--- config.mk ---
export PLATFORM = sky130hd
export DESIGN_NAME = muldiv_ctrl
export DESIGN_NICKNAME = d
export VERILOG_FILES = /design/src/rtl/muldiv_ctrl_pkg.sv /design/src/rtl/muldiv_step.sv /design/src/rtl/muldiv_ctrl.sv
export SDC_FILE = /design/constraint.sdc
export NUM_CORES = 1
export LEC_CHECK = 0
export CELL_PAD_IN_SITES_DETAIL_PLACEMENT = 0
export CELL_PAD_IN_SITES_GLOBAL_PLACEMENT = 1
export CORE_MARGIN = 2
export CORE_UTILIZATION = 44
export CTS_CLUSTER_DIAMETER = 60
export CTS_CLUSTER_SIZE = 20
export DETAILED_ROUTE_END_ITERATION = 16
export PLACE_DENSITY = 0.84
export SLEW_MARGIN = 20
export SYNTH_ARGS = -nofsm -noshare
export SYNTH_HDL_FRONTEND = slang
export SYNTH_HIERARCHICAL = 1
export SYNTH_SLANG_ARGS = --single-unit
--- constraint.sdc ---
create_clock -name clk -period 3.6 [get_ports clk]
set_input_delay 0.54 -clock clk [delete_from_list [all_inputs] [get_ports clk]]
set_output_delay 0.54 -clock clk [all_outputs]
set_load 0.02 [all_outputs]
--- src/rtl/muldiv_ctrl_pkg.sv ---
// -----------------------------------------------------------------------------
// muldiv_ctrl_pkg
//   Shared definitions for the iterative multiply/divide unit:
//   - FSM state encoding (IDLE / RUN / FIX)
//   - operation type (multiply / divide)
//   - move-from codes (MFHI / MFLO)
//   - default iteration count
//   - two's-complement conditional-negate helper
// -----------------------------------------------------------------------------
package muldiv_ctrl_pkg;

    typedef enum logic [1:0] {
        IDLE = 2'd0,
        RUN  = 2'd1,
        FIX  = 2'd2
    } md_state_e;

    typedef enum logic {
        OP_MUL = 1'b0,
        OP_DIV = 1'b1
    } md_op_e;

    localparam logic [1:0] MF_HI = 2'b10;
    localparam logic [1:0] MF_LO = 2'b11;

    localparam int MD_STEPS_DEFAULT = 32;

    // Returns -v when neg is set, v otherwise (modulo 2^32).
    function automatic logic [31:0] neg_if(input logic neg, input logic [31:0] v);
        return neg ? (~v + 32'd1) : v;
    endfunction

endpackage

--- src/rtl/muldiv_step.sv ---
// -----------------------------------------------------------------------------
// muldiv_step
//   Combinational single iteration of an unsigned (magnitude) multiply or
//   divide. The 64-bit working register is split into acc_hi/acc_lo.
//
//   Multiply (shift-add): acc_lo holds the remaining multiplier bits, acc_hi
//   the partial product. If acc_lo[0] is set, opnd is added to acc_hi, then
//   the 65-bit {carry, acc_hi, acc_lo} is shifted right by one.
//
//   Divide (restoring): acc_hi holds the partial remainder, acc_lo the
//   dividend bits still to be consumed / quotient bits produced. {acc_hi,
//   acc_lo} is shifted left by one, opnd is trial-subtracted from the upper
//   part, and the quotient bit shifted in records whether it fit.
//
// Ports
//   op_i      operation select (OP_MUL / OP_DIV)
//   acc_hi_i  upper half of working register
//   acc_lo_i  lower half of working register
//   opnd_i    multiplicand magnitude / divisor magnitude
//   acc_hi_o  next upper half
//   acc_lo_o  next lower half
// -----------------------------------------------------------------------------
module muldiv_step
    import muldiv_ctrl_pkg::*;
(
    input  md_op_e      op_i,
    input  logic [31:0] acc_hi_i,
    input  logic [31:0] acc_lo_i,
    input  logic [31:0] opnd_i,
    output logic [31:0] acc_hi_o,
    output logic [31:0] acc_lo_o
);

    logic [32:0] mul_sum;
    logic [32:0] div_shift;
    logic [33:0] div_diff;

    assign mul_sum   = {1'b0, acc_hi_i} + (acc_lo_i[0] ? {1'b0, opnd_i} : 33'd0);
    assign div_shift = {acc_hi_i, acc_lo_i[31]};
    // One extra bit so the MSB is a clean borrow flag.
    assign div_diff  = {1'b0, div_shift} - {2'b00, opnd_i};

    // NOTE: combinational outputs get a default at the top of the block so no
    // path through the if/case can leave them unassigned and infer a latch.
    always_comb begin
        acc_hi_o = acc_hi_i;
        acc_lo_o = acc_lo_i;
        if (op_i == OP_MUL) begin
            acc_hi_o = mul_sum[32:1];
            acc_lo_o = {mul_sum[0], acc_lo_i[31:1]};
        end else if (!div_diff[33]) begin
            // Remainder stays below the divisor, so the difference fits 32 bits.
            // With a zero divisor this path always runs: acc_hi ends up holding
            // the dividend and acc_lo all ones, which is the required result.
            acc_hi_o = div_diff[31:0];
            acc_lo_o = {acc_lo_i[30:0], 1'b1};
        end else begin
            acc_hi_o = div_shift[31:0];
            acc_lo_o = {acc_lo_i[30:0], 1'b0};
        end
    end

endmodule

--- src/rtl/muldiv_ctrl.sv ---
// -----------------------------------------------------------------------------
// muldiv_ctrl
//   Iterative signed MULT/DIV unit with HI/LO registers for the EX stage.
//   An operation takes MD_STEPS RUN cycles plus one FIX cycle; the pipeline is
//   held via stall while a new mult/div or a move-from is requested during it.
//
// Ports
//   clk      system clock, rising edge
//   rst_n    asynchronous active-low reset
//   mult     MULT request (wins over div)
//   div      DIV request
//   mf       move-from request: 2'b10 MFHI, 2'b11 MFLO, 2'b0x none
//   rs_val   multiplicand / dividend
//   rt_val   multiplier / divisor
//   stall    combinational hold request to the hazard unit
//   busy     registered, high while an operation is in flight
//   hi, lo   registered HI / LO
//   mf_data  combinational move-from data
// -----------------------------------------------------------------------------
module muldiv_ctrl
    import muldiv_ctrl_pkg::*;
#(
    parameter int MD_STEPS = MD_STEPS_DEFAULT
) (
    input  logic        clk,
    input  logic        rst_n,
    input  logic        mult,
    input  logic        div,
    input  logic [1:0]  mf,
    input  logic [31:0] rs_val,
    input  logic [31:0] rt_val,
    output logic        stall,
    output logic        busy,
    output logic [31:0] hi,
    output logic [31:0] lo,
    output logic [31:0] mf_data
);

    localparam int              CNT_W    = $clog2(MD_STEPS + 1);
    localparam logic [CNT_W-1:0] CNT_LAST = CNT_W'(MD_STEPS - 1);

    md_state_e        state_q, state_d;
    md_op_e           op_q, op_d;
    logic [CNT_W-1:0] cnt_q, cnt_d;
    logic [31:0]      opnd_q, opnd_d;
    logic [31:0]      acc_hi_q, acc_hi_d;
    logic [31:0]      acc_lo_q, acc_lo_d;
    logic             neg_res_q, neg_res_d;   // product / quotient negative
    logic             neg_rem_q, neg_rem_d;   // remainder negative
    logic [31:0]      hi_q, hi_d;
    logic [31:0]      lo_q, lo_d;
    logic             busy_q, busy_d;

    logic [31:0] rs_abs;
    logic [31:0] rt_abs;
    logic        sign_xor;
    logic [31:0] step_hi;
    logic [31:0] step_lo;
    logic [63:0] prod_mag;
    logic [63:0] prod_signed;

    assign rs_abs   = neg_if(rs_val[31], rs_val);
    assign rt_abs   = neg_if(rt_val[31], rt_val);
    assign sign_xor = rs_val[31] ^ rt_val[31];

    assign prod_mag    = {acc_hi_q, acc_lo_q};
    assign prod_signed = neg_res_q ? (~prod_mag + 64'd1) : prod_mag;

    muldiv_step u_step (
        .op_i     (op_q),
        .acc_hi_i (acc_hi_q),
        .acc_lo_i (acc_lo_q),
        .opnd_i   (opnd_q),
        .acc_hi_o (step_hi),
        .acc_lo_o (step_lo)
    );

    always_comb begin
        state_d   = state_q;
        op_d      = op_q;
        cnt_d     = cnt_q;
        opnd_d    = opnd_q;
        acc_hi_d  = acc_hi_q;
        acc_lo_d  = acc_lo_q;
        neg_res_d = neg_res_q;
        neg_rem_d = neg_rem_q;
        hi_d      = hi_q;
        lo_d      = lo_q;

        case (state_q)
            IDLE: begin
                if (mult) begin
                    state_d   = RUN;
                    op_d      = OP_MUL;
                    cnt_d     = '0;
                    opnd_d    = rs_abs;
                    acc_hi_d  = '0;
                    acc_lo_d  = rt_abs;
                    neg_res_d = sign_xor;
                    neg_rem_d = 1'b0;
                end else if (div) begin
                    state_d   = RUN;
                    op_d      = OP_DIV;
                    cnt_d     = '0;
                    opnd_d    = rt_abs;
                    acc_hi_d  = '0;
                    acc_lo_d  = rs_abs;
                    // Divide by zero keeps LO at all ones: no quotient sign fix.
                    neg_res_d = sign_xor && (rt_val != 32'd0);
                    neg_rem_d = rs_val[31];
                end
            end

            RUN: begin
                acc_hi_d = step_hi;
                acc_lo_d = step_lo;
                cnt_d    = cnt_q + CNT_W'(1);
                if (cnt_q == CNT_LAST) begin
                    state_d = FIX;
                end
            end

            FIX: begin
                state_d = IDLE;
                if (op_q == OP_MUL) begin
                    hi_d = prod_signed[63:32];
                    lo_d = prod_signed[31:0];
                end else begin
                    hi_d = neg_if(neg_rem_q, acc_hi_q);
                    lo_d = neg_if(neg_res_q, acc_lo_q);
                end
            end

            default: state_d = IDLE;
        endcase
    end

    assign busy_d = (state_d != IDLE);

    // NOTE: state registers use non-blocking assignments so every flop samples
    // the pre-edge values, independent of statement order.
    always_ff @(posedge clk or negedge rst_n) begin
        if (!rst_n) begin
            state_q   <= IDLE;
            op_q      <= OP_MUL;
            cnt_q     <= '0;
            opnd_q    <= '0;
            acc_hi_q  <= '0;
            acc_lo_q  <= '0;
            neg_res_q <= 1'b0;
            neg_rem_q <= 1'b0;
            hi_q      <= '0;
            lo_q      <= '0;
            busy_q    <= 1'b0;
        end else begin
            state_q   <= state_d;
            op_q      <= op_d;
            cnt_q     <= cnt_d;
            opnd_q    <= opnd_d;
            acc_hi_q  <= acc_hi_d;
            acc_lo_q  <= acc_lo_d;
            neg_res_q <= neg_res_d;
            neg_rem_q <= neg_rem_d;
            hi_q      <= hi_d;
            lo_q      <= lo_d;
            busy_q    <= busy_d;
        end
    end

    // busy_q is cleared by reset, which also keeps stall low during reset.
    assign stall = busy_q && (mult || div || mf[1]);
    assign busy  = busy_q;
    assign hi    = hi_q;
    assign lo    = lo_q;

    always_comb begin
        mf_data = '0;
        case (mf)
            MF_HI:   mf_data = hi_q;
            MF_LO:   mf_data = lo_q;
            default: mf_data = '0;
        endcase
    end

endmodule

Fig. 1: run 1, the metal 2 layer
Scale bar: 50 um.
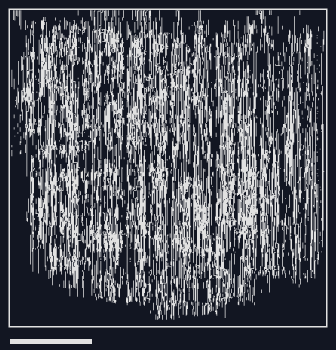
share of all routed wire = 44%
nets with wire on the layer = 1878
wire length on this layer = 27.0 mm
longest straight run = 98.3 um
main direction = vertical

Fig. 2: run 1, placement view
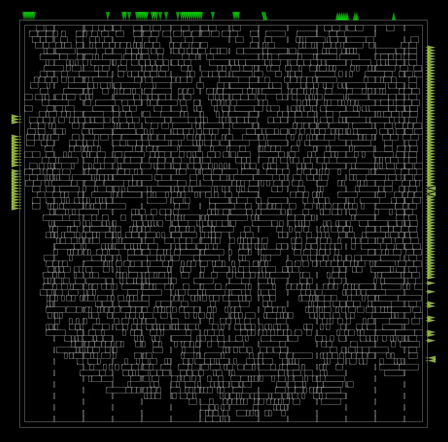
count of sequential standard cells: 172
Fillers: 3346

Fig. 3: run 1, clock network drawn from the DEF
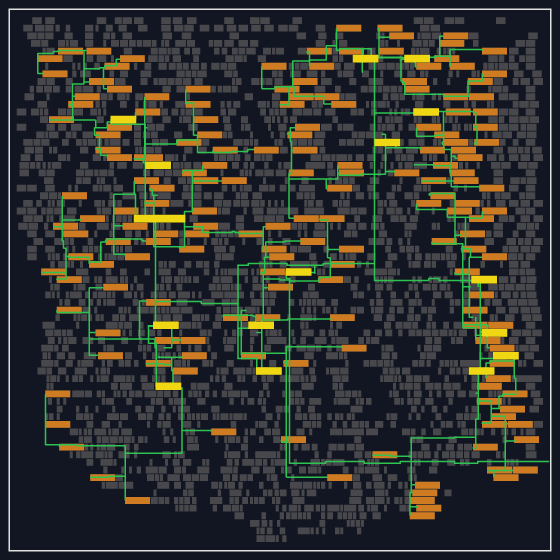
flip-flops -> orange  # count 172
clock-net drivers -> yellow  # count 17
clock wires -> green  # length 2600 um
flops lie = widely spread
routed clock nets = 18

==> run 1: power groups by stage <==
stage | clock (mW) | combinational [mW] | sequential (mW)
6_report | 1.94 | 11.7 | 3.42
5_1_grt | 2.04 | 12.8 | 3.46
4_1_cts | 1.95 | 11.4 | 3.38
3_5_place_dp | 0 | 11.4 | 3.42
3_3_place_gp | 0 | 11.2 | 3.40
2_1_floorplan | 0 | 7.83 | 3.19
==> run 1: per-layer routing <==
layer  up-vias  global-route usage [%]  share of wire, %
li1       7622                       -                 -
met1      7867                    44.2                42
met2       795                    50.8                44
met3       148                    4.96               8.2
met4         0                    18.5               5.7
met5         -                       0                 0
==> run 1: placed cells by master, fill, tap and decap left out, types with 68 or more instances in the layout <==
cell type / netlist / layout
sky130_fd_sc_hd__nand3_1: 77 / 77
sky130_fd_sc_hd__o21ai_0: 147 / 147
sky130_fd_sc_hd__a21oi_1: 112 / 112
sky130_fd_sc_hd__inv_1: 68 / 68
sky130_fd_sc_hd__xor2_1: 91 / 91
sky130_fd_sc_hd__dfrtp_1: 172 / 171
sky130_fd_sc_hd__clkdlybuf4s50_1: 0 / 165
sky130_fd_sc_hd__buf_4: 2 / 99
sky130_fd_sc_hd__nor2_1: 106 / 106
sky130_fd_sc_hd__nand2_1: 272 / 272
sky130_fd_sc_hd__ha_1: 69 / 69
==> run 1: area by class of cell <==
| type | instances | area share, % |
|---|---|---|
| multi-input combinational | 1623 | 56.4 |
| sequential | 172 | 22.7 |
| timing repair buffer | 272 | 13.3 |
| tap | 461 | 3.04 |
| clock buffer | 21 | 2.48 |
| inverter | 69 | 1.36 |
| clock inverter | 11 | 0.653 |
| antenna | 1 | 0.0132 |
==> run 1: worst paths after layout <==
kind / startpoint / to / slack [ps] / depth (start not counted)
max in group asynchronous: rst_n / acc_hi_q[17] / 2670 / 2
min: rst_n / hi[25] / 100 / 1
max reg2reg: acc_lo_q[0] / acc_hi_q[31] / 170 / 13
min in group clk: lo[31] / lo[31] / 510 / 2
min reg2reg: lo[31] / lo[31] / 510 / 2
max: acc_lo_q[0] / acc_hi_q[31] / 170 / 13
==> run 1: metrics by stage <==
| stage | hold WS (ps) | cells | utilization [%] | instance area [um^2] | setup WS, ps |
|---|---|---|---|---|---|
| 2_1_floorplan | 244 | 1976 | - | 15700 | 742 |
| 3_3_place_gp | 476 | 2597 | 52.1 | 18400 | 278 |
| 3_5_place_dp | 492 | 2597 | 52.1 | 18400 | 233 |
| 4_1_cts | 124 | 2629 | 53.7 | 19000 | 300 |
| 5_1_grt | 150 | 2629 | 53.7 | 19000 | 115 |
| 6_report | 96.0 | 2630 | 53.8 | 19000 | 172 |
==> run 1: logic make-up (layout without fill, tap and decap cells) <==
family                     Yosys count  count (layout)  synth area share, %
AOI/OAI and AO/OA                  555             555                 23.7
muxes                               90              90                 6.01
other                                0               1                    0
buffers and inverters              181             373                 4.48
xor gates and xnor gates           154             154                 8.60
and+or+nand+nor                    753             753                 24.0
DFF                                172             172                 27.4
adders and majority gates           71              71                 5.76
==> run notes, run 1 <==
Physical design

The flow ran to the end, and the final reports show no timing, DRC or antenna violations. The number of hold buffers added after cts stands at 0. After layout, the design draws a total of approximately 17 mW. The number of global-route vias before repair stands at 15.5k. The maximum clock path buffer count stands at 2. The data required time of the critical path stands at approximately 4000 ps.

The clock network power share stands at 11.4%. The critical path's slowest stage uses the library cell sky130_fd_sc_hd__dfrtp_1. The synthesized area per cell stands at 7.94 um^2. The highest supply drop recorded on VDD is 0.451 mV. In this design, the largest share of critical-path delay is due to simple AND/OR/NAND/NOR gates. At the floorplan stage, the core utilization is reported as 44.4%. The final timing report derives a shortest allowable period of 3430 ps. The number of distinct library cell variants in the gate-level netlist after synthesis stands at 93. Per the synthesis report, the single largest cell type by area occupies ~27% of cell area.

In this run the cell area of the synthesized design comes to 15700 um^2. The yosys-reported design area after synthesis stands at 15700 um^2. The tool warning count for the run is 26. The leakage component of the power was reported as 8.06 nW. Once the clock tree was built, the setup fixing pass inserted 0 buffers. For this design the total switching power over the nets is roughly 8.8 mW. The floorplan net count stands at 2117.

In the synthesized netlist, the number of instances is 1976. 168 I/O pins were placed. Looking at area per cell type in the netlist, the leader is sky130_fd_sc_hd__dfrtp_1. The combined area of the multi-input logic cells stands at about 11000 um^2. At the pin with the least slew margin, the transition time is 901 ps. The total congestion overflow stands at 0.

The tree is rooted in a sky130_fd_sc_hd__clkbuf_16. For this block, the initial DRC count from the detailed router was 1691. The data arrival time of the worst path stands at 3830 ps.

The number of buffer and inverter stages on the critical path stands at 1. For this run, the number of Yosys warnings is 6. The pin count of the biggest net entering global routing stands at around 90. Setup repair after global routing left no endpoint under its margin. The detailed router placed 16.4k vias in this run. Per STA, the worst path is made up of buf_4 -> and2_1 -> ha_1 -> and4_1 -> and4_1 -> nand3_1 -> a211oi_2 -> nor2_1 -> o211a_1 -> nor4_1 -> a31o_2 -> nand2_1 -> nand2_1.

The detail route stage leaves a number of antenna-violating nets equal to 0. By area the synthesized netlist is led by sky130_fd_sc_hd__dfrtp_1, sky130_fd_sc_hd__nand2_1, sky130_fd_sc_hd__ha_1. The power per unit of standard cell area stands at 899 nW/um^2. Counting flops with a built-in enable in the synthesized netlist gives 0. The clock sink count stands at around 170.

The number of detailed-route iterations in the first pass stands at 6. The share of total power consumed by net switching stands at 51.7%. The die boundary height stands at around 190 um. TritonCTS built the clock tree.

The overall die width stands at 193 um. According to the floorplan report, the total die area is 37200 um^2. The aggregate routed wire length stands at 61.6 mm. The total internal power stands at 8.24 mW. The worst setup path is captured at a flip-flop. The area added between synthesis and finish stands at 21.0%. The type recorded for the worst min-delay path is input pin to async pin. The final timing report lists a max-slew violation count of 0. The report lists the number of standard-cell rows as 69. The largest stage delay on the critical path stands at 440 ps. The final timing report lists clock skew as 11.9 ps. The sequential cells in the finished layout cover a total of 4310 um^2. The clock latency on the worst-skew pair stands at 460 ps. The H-tree generated during clock tree synthesis spans 4 levels.

The worst slew slack as a fraction of its limit stands at just under 40%. The count of input and output buffers stands at 167. Of the available clock period, the critical path in the final layout requires 95.2%. The fmax stands at 292 MHz.

For reference, the final report shows the hold violation count at 0. The number of synthesized register bits stands at 172. The total global-route track usage stands at 33.0%. The most common cell in the synthesized netlist is sky130_fd_sc_hd__nand2_1.

Of the synthesized area, sequential elements account for 27.4%. The per-cell routed wire length stands at around 23 um. In this run the standard cell core region covers 35300 um^2. The max-cap check violation count stands at 0.

Per the timing report, the biggest fanout along the worst path comes to 14. Among all flip-flop cells after synthesis, the most frequent one is sky130_fd_sc_hd__dfrtp_1. The number of standard cells reported by yosys stands at 1976. Per the gpl log, the routability congestion estimate is around 1.0. Sequential cells account for 20.0% of the total power.

The via-per-instance ratio stands at approximately 6.2. The final layout contains 2296 nets.
Fig. 4: run 1, placement by cell class
Scale bar: 50 um. Fill, decap, tap and diode cells in grey.
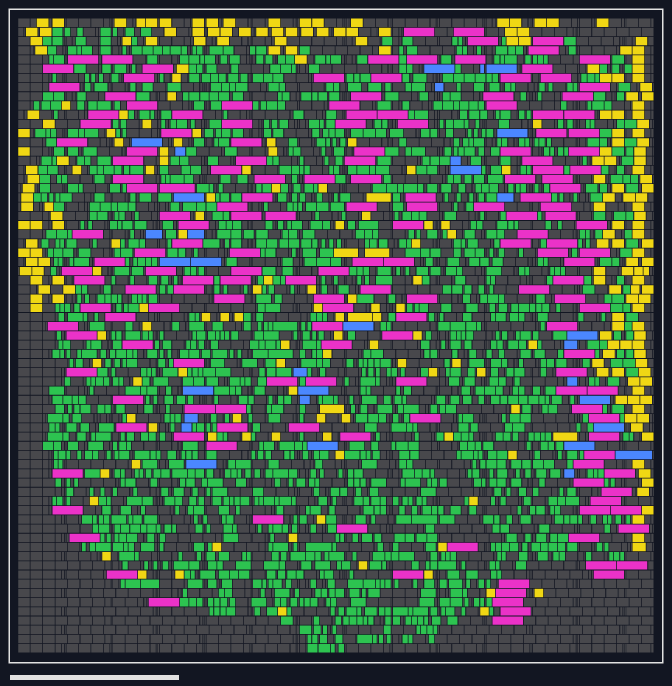

==> run 2: changes to the inputs <==
CORE_MARGIN = 8   (was 2)
Fig. 5: run 2, placement by cell class
Scale bar: 50 um. Fill, decap, tap and diode cells in grey.
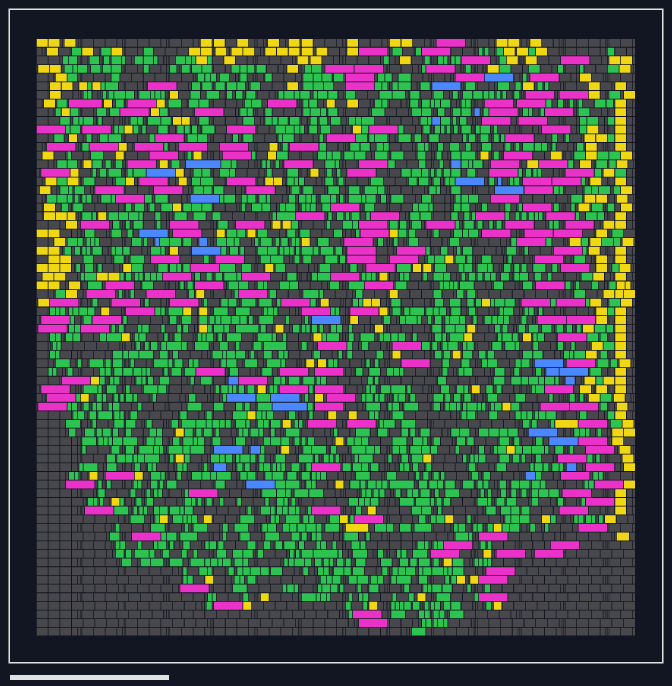
remaining buffers and delay cells -> yellow  # cells 275, share of their area 14%
registers -> magenta  # cells 172, share of their area 23%
remaining logic cells -> green  # cells 1692, share of their area 60%
clock drivers and dummy loads -> blue  # cells 32, share of their area 3.2%

==> run notes, run 2 <==
Physical design

The run finished with clean final reports. Per the run report, area growth between synthesis and finish was 20.8%. The per-cell routed wire length stands at about 24 um. The power per unit of standard cell area stands at 900 nW/um^2.

The switching power stands at 8.82 mW. In this run the static leakage power is 8.04 nW. The required time at the worst endpoint is listed as around 4000 ps.

Across the run, the number of max-cap violations was 0. Per the Yosys statistics, synthesis produced 1976 cells. The clock tree synthesis step divided the H-tree into 4 levels. The most common logic cells in the final layout are sky130_fd_sc_hd__nand2_1, sky130_fd_sc_hd__dfrtp_1, sky130_fd_sc_hd__clkdlybuf4s50_1. The maximum vdd drop stands at 0.484 mV. The maximum clock path buffer count stands at 2. The synthesized area per cell stands at 7.94 um^2. The tightest min-delay check is of the input pin to async pin type. Looking at the cell usage after synthesis, the top flip-flop cell is sky130_fd_sc_hd__dfrtp_1. CTS placed an instance of sky130_fd_sc_hd__clkbuf_16 at the clock tree root. The pin count of the biggest net entering global routing stands at 80. In this run, flip-flops and latches consume about a fifth of the power. The number of distinct library cell variants in the gate-level netlist after synthesis stands at approximately 93.

After routing the design area is 18900 um^2. CTS saw ~170 sinks. The clock period minus final worst setup slack stands at 3340 ps. The post-synth count of flops with an enable pin is 0. The final count of pins violating max slew stands at 0.

STA classifies the critical path endpoint as a flip-flop. Clock latency on the worst-skew pair, taken at its later pin, is 460 ps. For this configuration, the core starts out at a cell density of 44.4%. The overall die width stands at 205 um. The path depth of the worst reg2reg path stands at 13. The largest stage delay on the critical path stands at a little under 500 ps.

The routed design has just over 60 mm of wire. The share of total power consumed by net switching stands at roughly half. The global routing report lists combined usage of all routing layers as 28.5%. For this block, the initial DRC count from the detailed router was around 1.9k.

After synthesis, the chip area reported by Yosys is 15700 um^2.
Fig. 6: run 2, the metal 2 layer
Scale bar: 50 um.
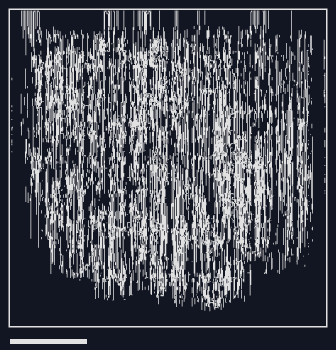
share of all routed wire = 44%
main direction = vertical
longest straight run = 79.0 um
nets with wire on the layer = 1910
wire length on this layer = 27.2 mm

run 2: cells by family after synthesis:
group / synth area share, %
AOI/OAI and AO/OA: 23.7
xor gates and xnor gates: 8.60
adders and majority gates: 5.76
buffers and inverters: 4.48
DFF: 27.4
muxes: 6.01
and+or+nand+nor: 24.0
run 2: worst max path at each step:
stage	from	endpoint	slack, ps	cells past startpoint
final	opnd_q[0]	acc_hi_q[23]	260	13
after detailed placement	rt_val[12]	opnd_q[23]	180	7
after global routing	acc_lo_q[31]	acc_hi_q[30]	80	14
after CTS	acc_lo_q[0]	hi[24]	370	10
after floorplan	acc_lo_q[0]	acc_hi_q[23]	740	14
after global placement	rt_val[12]	opnd_q[23]	180	7
run 2: power groups by stage:
stage                     registers, mW  logic [mW]  clock network (mW)
after floorplan                    3.19        7.83                   0
after global placement             3.32        11.4                   0
after detailed placement           3.34        11.5                   0
after CTS                          3.31        11.5                1.96
after global routing               3.39        12.8                2.03
final                              3.33        11.8                1.94
run 2: final cells by class:
type,count,area [um^2]
Clock buffer,19,433
Clock inverter,13,155
Fill cell,3420,16400
Inverter,69,259
Multi-Input combinational cell,1623,10700
Sequential cell,172,4310
Tap cell,461,577
Timing Repair Buffer,275,2500
run 2: through the flow:
step | utilization, % | worst slack [ps] | cells | power (mW) | hold WS (ps)
floorplan | - | 742 | 1976 | 11.0 | 244
global placement | 52.0 | 178 | 2600 | 14.7 | 481
detailed placement | 52.0 | 180 | 2600 | 14.8 | 486
CTS | 53.6 | 365 | 2632 | 16.8 | 157
global route | 53.6 | 82.2 | 2632 | 18.2 | 182
finish | 53.6 | 256 | 2632 | 17.1 | 117
run 2: layer usage:
layer	GRT usage [%]	up-vias	routed length [um]
li1	-	7613	-
met1	37.8	7860	26000
met2	43.9	925	27200
met3	5.58	139	5790
met4	14.0	0	3090
met5	0	-	0
run 2: worst reg2reg max path: cells and delay by family, from the launching register on:
kind,cells,cell delay (ps)
flops,1,420
compound gates,5,1380
fa+ha+maj,2,630
xor+xnor,1,160
simple gates,5,670
Fig. 7: run 2, placement view
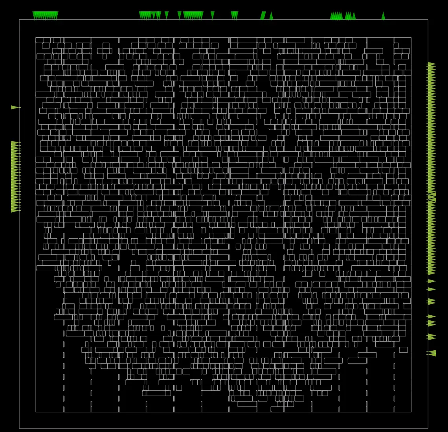

==> run 3: changes to the inputs <==
clock period = 3.35 ns   (was 3.6 ns; I/O delays follow)
Fig. 8: run 3, placement view
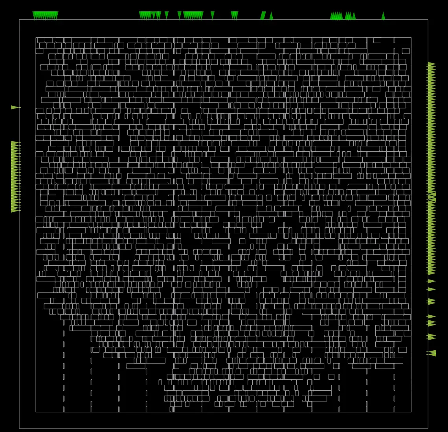
number of well taps: 461
share of the core filled with cells: 54.7%
post-route non-filler standard cell count: 2670
Row Count: 69
flip-flop and latch share of the layout cell area: 22.3%

==> run notes, run 3 <==
Physical design

The flow ran to the end, and the final reports show no timing, DRC or antenna violations. The sequential cell area fraction in the yosys report stands at a little over a quarter. STA classifies the critical path endpoint as a flip-flop. The data required time of the critical path stands at 3750 ps.

The aggregate routed wire length stands at roughly 62 mm. Per the OpenROAD floorplan log, the width of the die is about 200 um. The floorplan step set the die height to approximately 200 um. The top-area cell type share of the netlist area stands at between 20 and 30%. The clock period minus final worst setup slack stands at 3160 ps.

The overall power stands at 18.6 mW. The analysis attributes to cell leakage a power of 8.26 nW. The yosys-reported design area after synthesis stands at 15700 um^2. The via-per-instance ratio stands at 6.24.

Between clock sinks in the finished design, the worst skew comes to 15.4 ps. Detailed routing placed a total of 27.8 mm of wire on met2. The worst slack at placement stands at 65.2 ps. The floorplan net count stands at 2117. At the later pin of the worst-skew pair, clock insertion delay measures between 400 and 500 ps. The count of final hold-check violations stands at 0. The count of yosys warnings during synthesis stands at 6. Across the VDD grid, the largest voltage drop is 0.542 mV. Before any placement, the netlist area is recorded as 15700 um^2. TritonCTS reports the number of clock sinks as 172. The maximum clock path buffer count stands at 2. The initial utilization of the core area, before any placement, comes to 44.4%. The most common logic cell in the final layout is sky130_fd_sc_hd__nand2_1. In this run the maximum-capacitance check reported violations numbering 0. The finished design was reported to have a net count of between 2k and 2.5k. The area growth from synthesis to layout is 23.0%.

The most used flip-flop cell after synthesis is sky130_fd_sc_hd__dfrtp_1. The first TritonRoute pass finished after 8 iterations. The detailed router put a total of about 26 mm of wire on met1. The count of tool warnings stands at 26. The gate-level netlist out of Yosys references 93 unique cell types. The pin count of the biggest net entering global routing stands at 68. The final count of pins violating max slew stands at 0. The cell count after synthesis stands at 1976.

The number of standard cells reported by yosys stands at 1976. The synthesized area per cell stands at 7.94 um^2.
Fig. 9: run 3, placement by cell class
Scale bar: 50 um. Fill, decap, tap and diode cells in grey.
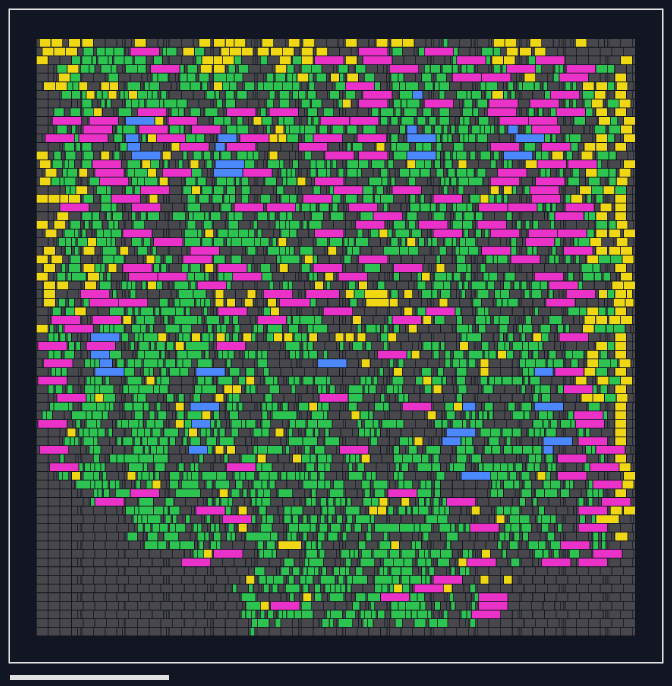
remaining logic cells -> green  # cells 1692, share of their area 59%
registers -> magenta  # cells 172, share of their area 23%
remaining buffers and delay cells -> yellow  # cells 313, share of their area 15%
clock drivers and dummy loads -> blue  # cells 32, share of their area 3.3%

run 3: cell counts after synthesis:
No cell type changed its count.
run 3: cells by family after synthesis:
| logic type | after synthesis | synth area share (%) |
|---|---|---|
| compound gates | 555 | 23.7 |
| simple gates | 753 | 24.0 |
| fa+ha+maj | 71 | 5.76 |
| xor+xnor | 154 | 8.60 |
| buf+inv | 181 | 4.48 |
| flops | 172 | 27.4 |
| mux | 90 | 6.01 |
run 3: cell type report:
type / instances / area, um^2
sequential: 172 / 4310
inverter: 69 / 259
multi-input combinational: 1623 / 10700
clock buffer: 17 / 425
clock inverter: 15 / 186
fill: 3432 / 16000
tap: 461 / 577
timing repair buffer: 313 / 2810
run 3: worst max-delay path, cell delays in order, from the launching register on:
cell and delay (ps):
sky130_fd_sc_hd__dfrtp_2 490, sky130_fd_sc_hd__buf_4 190, sky130_fd_sc_hd__and2_1 140, sky130_fd_sc_hd__ha_1 360, sky130_fd_sc_hd__o211ai_1 130, sky130_fd_sc_hd__o211ai_1 290
sky130_fd_sc_hd__a211oi_2 110, sky130_fd_sc_hd__buf_4 160, sky130_fd_sc_hd__nor4_4 240, sky130_fd_sc_hd__o211ai_1 130, sky130_fd_sc_hd__buf_4 170, sky130_fd_sc_hd__a31oi_1 210
sky130_fd_sc_hd__mux2i_1 220, sky130_fd_sc_hd__o211a_1 160, sky130_fd_sc_hd__nand2_1 40, sky130_fd_sc_hd__nand2_1 60
run 3: final timing paths:
| kind | start | endpoint | slack (ps) | depth (start not counted) |
|---|---|---|---|---|
| setup / recovery | acc_lo_q[0] | acc_hi_q[30] | 190 | 15 |
| setup reg to reg | acc_lo_q[0] | acc_hi_q[30] | 190 | 15 |
| min in group clk | cnt_q[5] | state_q[1] | 500 | 1 |
| max in group asynchronous | rst_n | opnd_q[7] | 2410 | 2 |
| hold / removal | rst_n | hi[26] | 20 | 1 |
| hold reg to reg | cnt_q[5] | state_q[1] | 500 | 1 |
run 3: layer usage:
layer,track usage (%),up-vias
met3,5.14,141
li1,-,7697
met1,38.2,7981
met5,0,-
met4,14.2,0
met2,44.9,830
run 3: timing repair:
action                                  in CTS  in global routing
hold endpoints to repair                     0                  0
endpoints found under the setup margin       0                  7
setup buffers                                0                  2
resized                                      0                  4
run 3: per-stage QoR:
stage / util, % / std cells / hold slack (ps)
final: 54.7 / 2670 / 22.3
after global routing: 54.7 / 2670 / 71.9
after global placement: 52.8 / 2636 / 476
after floorplan: - / 1976 / 207
after CTS: 54.6 / 2668 / 61.7
after detailed placement: 52.8 / 2636 / 487
run 3: power by group:
part | leakage [nW] | switching (mW) | internal (mW)
sequential | 2.03 | 0.999 | 2.70
clock | 0.298 | 1.07 | 1.02
combinational | 5.93 | 7.52 | 5.26
Power figures rest on the tool's default switching activity, not on a simulated workload.
